==> images/util_map.png <==
The bar under the picture is 50 um long. The die is cut into 20 by 14 equal tiles; dark blue is low, red is high, 0 to 100% covered.
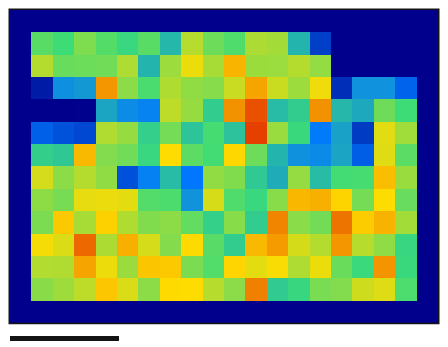
==> images/m1.png <==
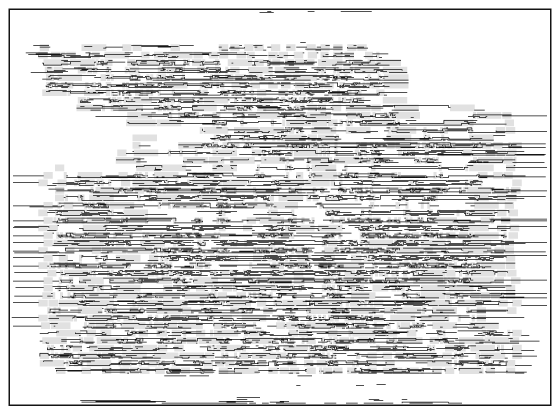
==> images/m4.png <==
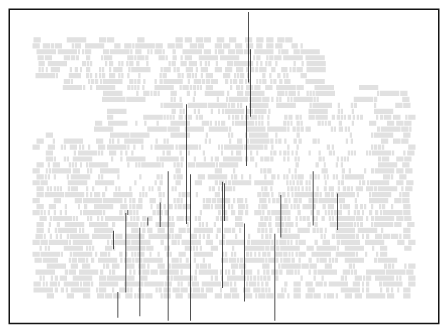
===== src/rtl/wb_stage.sv =====
// Write-back stage register: captures the memory-stage slot, decodes the destination
// register, extracts load bytes and drives the register-file write port.
module wb_stage #(
   parameter int          CNT_W    = 32,
   parameter logic [31:0] LINK_OFS = 32'd8
) (
   input  logic             clk,
   input  logic             rst_n,
   input  logic [31:0]      mem_inst,
   input  logic [31:0]      mem_pc,
   input  logic [31:0]      mem_alu_out,
   input  logic [31:0]      load_data,
   input  logic             mem_valid,
   input  logic             wb_en,
   input  logic             wb_flush,
   output logic [31:0]      wb_inst,
   output logic [31:0]      wb_pc,
   output logic             wb_valid,
   output logic             rf_we,
   output logic [4:0]       rf_waddr,
   output logic [31:0]      rf_wdata,
   output logic [CNT_W-1:0] retire_count
);

   localparam logic [CNT_W-1:0] CNT_ONE = {{(CNT_W-1){1'b0}}, 1'b1};

   logic [31:0] alu_q;
   logic [31:0] load_q;

   always_ff @(posedge clk or negedge rst_n) begin
      if (!rst_n) begin
         wb_inst      <= '0;
         wb_pc        <= '0;
         alu_q        <= '0;
         load_q       <= '0;
         wb_valid     <= 1'b0;
         retire_count <= '0;
      end else if (wb_flush) begin
         // only the slot identity is squashed; data registers simply hold
         wb_inst  <= '0;
         wb_valid <= 1'b0;
      end else if (wb_en) begin
         wb_inst  <= mem_inst;
         wb_pc    <= mem_pc;
         alu_q    <= mem_alu_out;
         load_q   <= load_data;
         wb_valid <= mem_valid;
         if (mem_valid)
            retire_count <= retire_count + CNT_ONE;
      end
   end

   logic [5:0]  op;
   logic [5:0]  funct;
   logic [4:0]  rt;
   logic [4:0]  rd;
   logic [1:0]  ofs;
   logic [7:0]  ld_byte;
   logic [15:0] ld_half;
   logic        writes;
   logic [4:0]  dest;
   logic [31:0] data;

   assign op    = wb_inst[31:26];
   assign rt    = wb_inst[20:16];
   assign rd    = wb_inst[15:11];
   assign funct = wb_inst[5:0];
   assign ofs   = alu_q[1:0];

   always_comb begin
      ld_byte = load_q[7:0];
      case (ofs)
         2'd0: ld_byte = load_q[7:0];
         2'd1: ld_byte = load_q[15:8];
         2'd2: ld_byte = load_q[23:16];
         2'd3: ld_byte = load_q[31:24];
         default: ld_byte = load_q[7:0];
      endcase
      ld_half = ofs[1] ? load_q[31:16] : load_q[15:0];
   end

   always_comb begin
      writes = 1'b0;
      dest   = rd;
      data   = alu_q;
      if (op == 6'h00) begin
         // jr, syscall and the hi/lo arithmetic group never touch the GPRs
         writes = !((funct == 6'h08) || (funct == 6'h0C) || (funct[5:2] == 4'b0110));
      end else if (op[5:3] == 3'b001) begin
         writes = 1'b1;
         dest   = rt;
      end else begin
         case (op)
            6'h20: begin writes = 1'b1; dest = rt; data = {{24{ld_byte[7]}}, ld_byte}; end
            6'h21: begin writes = 1'b1; dest = rt; data = {{16{ld_half[15]}}, ld_half}; end
            6'h23: begin writes = 1'b1; dest = rt; data = load_q; end
            6'h24: begin writes = 1'b1; dest = rt; data = {24'h0, ld_byte}; end
            6'h25: begin writes = 1'b1; dest = rt; data = {16'h0, ld_half}; end
            6'h03: begin writes = 1'b1; dest = 5'd31; data = wb_pc + LINK_OFS; end
            default: writes = 1'b0;
         endcase
      end
   end

   assign rf_we    = wb_valid & writes & (dest != 5'd0);
   assign rf_waddr = dest;
   assign rf_wdata = data;

endmodule


===== config.mk =====
export PLATFORM = sky130hd
export DESIGN_NAME = wb_stage
export DESIGN_NICKNAME = d
export VERILOG_FILES = /design/src/rtl/wb_stage.sv
export SDC_FILE = /design/constraint.sdc
export NUM_CORES = 1
export LEC_CHECK = 0
export ABC_AREA = 1
export CAP_MARGIN = 20
export CORE_ASPECT_RATIO = 0.7
export CORE_MARGIN = 10
export CORE_UTILIZATION = 40
export CTS_CLUSTER_DIAMETER = 60
export DETAILED_ROUTE_END_ITERATION = 7
export PLACE_DENSITY = 0.74
export SLEW_MARGIN = 10
export SYNTH_ARGS = -nofsm -noshare
export SYNTH_HDL_FRONTEND = slang
export SYNTH_SLANG_ARGS = --single-unit

===== constraint.sdc =====
create_clock -name clk -period 5.5 [get_ports clk]
set_clock_uncertainty 0.15 [all_clocks]
set_input_delay 1.1 -clock clk [delete_from_list [all_inputs] [get_ports clk]]
set_output_delay 1.1 -clock clk [all_outputs]
set_load 0.05 [all_outputs]

==> reports/summary.txt <==
Syn Nets -> 1306
area fraction in mux cells -> 0%
cell internal pwr -> 0.00240 W
ys flops -> 161
synth cell count leaders -> 452 x nand2_1, 161 x dfrtp_1, 107 x inv_1
area leader, netlist -> dfrtp_1
Min-Delay Path Class -> reg -> reg
gr ovfl total -> 0
Post-Syn Area per Cell -> 7.36 um^2
final core utilization -> 58.0%
post-route minimum period -> 4820 ps
Clock Power Share -> 32.8%
DRC Markers -> 0
unrepaired setup endpoints after global routing -> no
yosys cell count -> 1171
EDFF count, synth -> 0
Placeable Area -> 21000 um^2
clock buffer count from CTS -> 17
Late-Pin Clk Latency -> 440 ps
Net Sw Frac -> 38.8%
status -> completed
CP required -> 4250 ps
OpenROAD warning count -> 28
Comb pwr share -> 29.7%
Max-area cell share -> 46.7%
dpl hpwl -> 27000 um
final worst path period share -> 87.6%
DR WL met2 -> 14700 um
main logic family after synthesis -> simple AND/OR/NAND/NOR gates
max incr delay on CP -> 860 ps
GPL Wtd Cong -> 1.00
slew margin rel. -> 45.7%
Max Slew Vio Count -> 0
DRT Pass-1 Iters -> 6
Worst Path Arrival -> 3570 ps
Max-Cap Viols -> 0
Worst-Margin Slew -> 815 ps
TritonCTS clock tree -> yes
vias post-DR -> 8934
-- util_map.png (at the start) --
mean over tiles: 42%
emptiest ninth of the die: north-east
nearly empty tiles: 27%
tiles over 75% full: 12%
fullest tile: 93%

-- m1.png (at the start) --
share of all routed wire: 46%
longest straight run: 50.1 um
main direction: horizontal
nets with wire on the layer: 1433
wire length on this layer: 16000 um

-- m4.png (at the start) --
nets with wire on the layer: 15
longest straight run: 68.0 um
share of all routed wire: 1.7%

## state kept, by name (all words and copies together) (netlist names)
| signal | flops |
|---|---|
| alu_q | 32 |
| wb_valid | 1 |
| wb_inst | 32 |
| retire_count | 32 |
| wb_pc | 32 |
| load_q | 32 |
## metrics by stage
stage | total power (W) | hold WS, ps | instance area, um^2 | cells | setup slack, ps
2_1_floorplan | 0.00213 | 292 | 8620 | 1171 | 1750
3_3_place_gp | 0.00263 | 304 | 11500 | 1678 | 1240
3_5_place_dp | 0.00265 | 311 | 11500 | 1678 | 1200
4_1_cts | 0.00394 | 328 | 12200 | 1710 | 724
5_1_grt | 0.00408 | 354 | 12200 | 1711 | 440
6_report | 0.00392 | 327 | 12200 | 1711 | 681
## layout make-up
cell class | count | area, um^2
antenna | 1 | 2.50
clock buffer | 17 | 425
clock inverter | 15 | 221
fill | 1992 | 8810
inverter | 113 | 424
multi-input combinational | 856 | 3990
sequential | 161 | 4030
tap | 276 | 345
timing repair buffer | 272 | 2720
## worst paths after layout
kind	startpoint	to	slack (ps)	cells past startpoint
worst min-delay path	alu_q[28]$_DFFE_PN0P_	alu_q[28]$_DFFE_PN0P_	330	2
worst max-delay path	wb_inst[31]$_DFFE_PN0P_	rf_wdata[13]	680	8
worst max register to register	retire_count[16]$_DFFE_PN0P_	retire_count[28]$_DFFE_PN0P_	3540	9
worst min register to register	alu_q[28]$_DFFE_PN0P_	alu_q[28]$_DFFE_PN0P_	330	2
max in group asynchronous	rst_n	alu_q[1]$_DFFE_PN0P_	3490	2
min in group asynchronous	rst_n	wb_inst[9]$_DFFE_PN0P_	580	1
## power by group through the flow
stage / combinational (W) / sequential, W / clock [W]
after floorplan: 0.000465 / 0.00166 / 0
after global placement: 0.00115 / 0.00148 / 0
after detailed placement: 0.00116 / 0.00149 / 0
after CTS: 0.00117 / 0.00146 / 0.00131
after global routing: 0.00123 / 0.00149 / 0.00136
final: 0.00116 / 0.00147 / 0.00129
## logic make-up (layout without fill, tap and decap cells)
group / after synthesis / after routing
other: 0 / 1
buffers and inverters: 154 / 417
flip-flops: 161 / 161
AND/OR/NAND/NOR: 695 / 695
AND-OR/OR-AND: 129 / 129
XOR/XNOR: 30 / 30
adder cells (fa/ha/maj): 2 / 2
## critical path, delay by kind of cell (launching register included)
kind / cells / cell delay [ps]
AND/OR/NAND/NOR: 4 / 890
AND-OR/OR-AND: 1 / 160
buffers and inverters: 3 / 1650
flip-flops: 1 / 420
## cells in the final DEF, fill, tap and decap left out, drive strengths merged, types with 2 or more instances in the layout
cell             n
o211ai           9
or2              4
a31oi            3
clkdlybuf4s50  266
xor2            19
o2111ai          4
bufinv           2
nor3            28
clkbuf          17
xnor2           11
a21o             2
a21oi           16
o22ai            2
inv            117
a22oi            5
nand4           34
dfrtp          161
o21bai           2
clkinv           9
buf              6
nand2          456
ha               2
nor2            92
o21ai           83
nand3           78
## routing by layer
layer	track usage, %	vias up
li1	-	4246
met2	34.7	419
met1	34.4	4226
met3	6.13	43
met4	5.89	0
met5	0	-
Power is estimated from default activity; no workload was simulated.
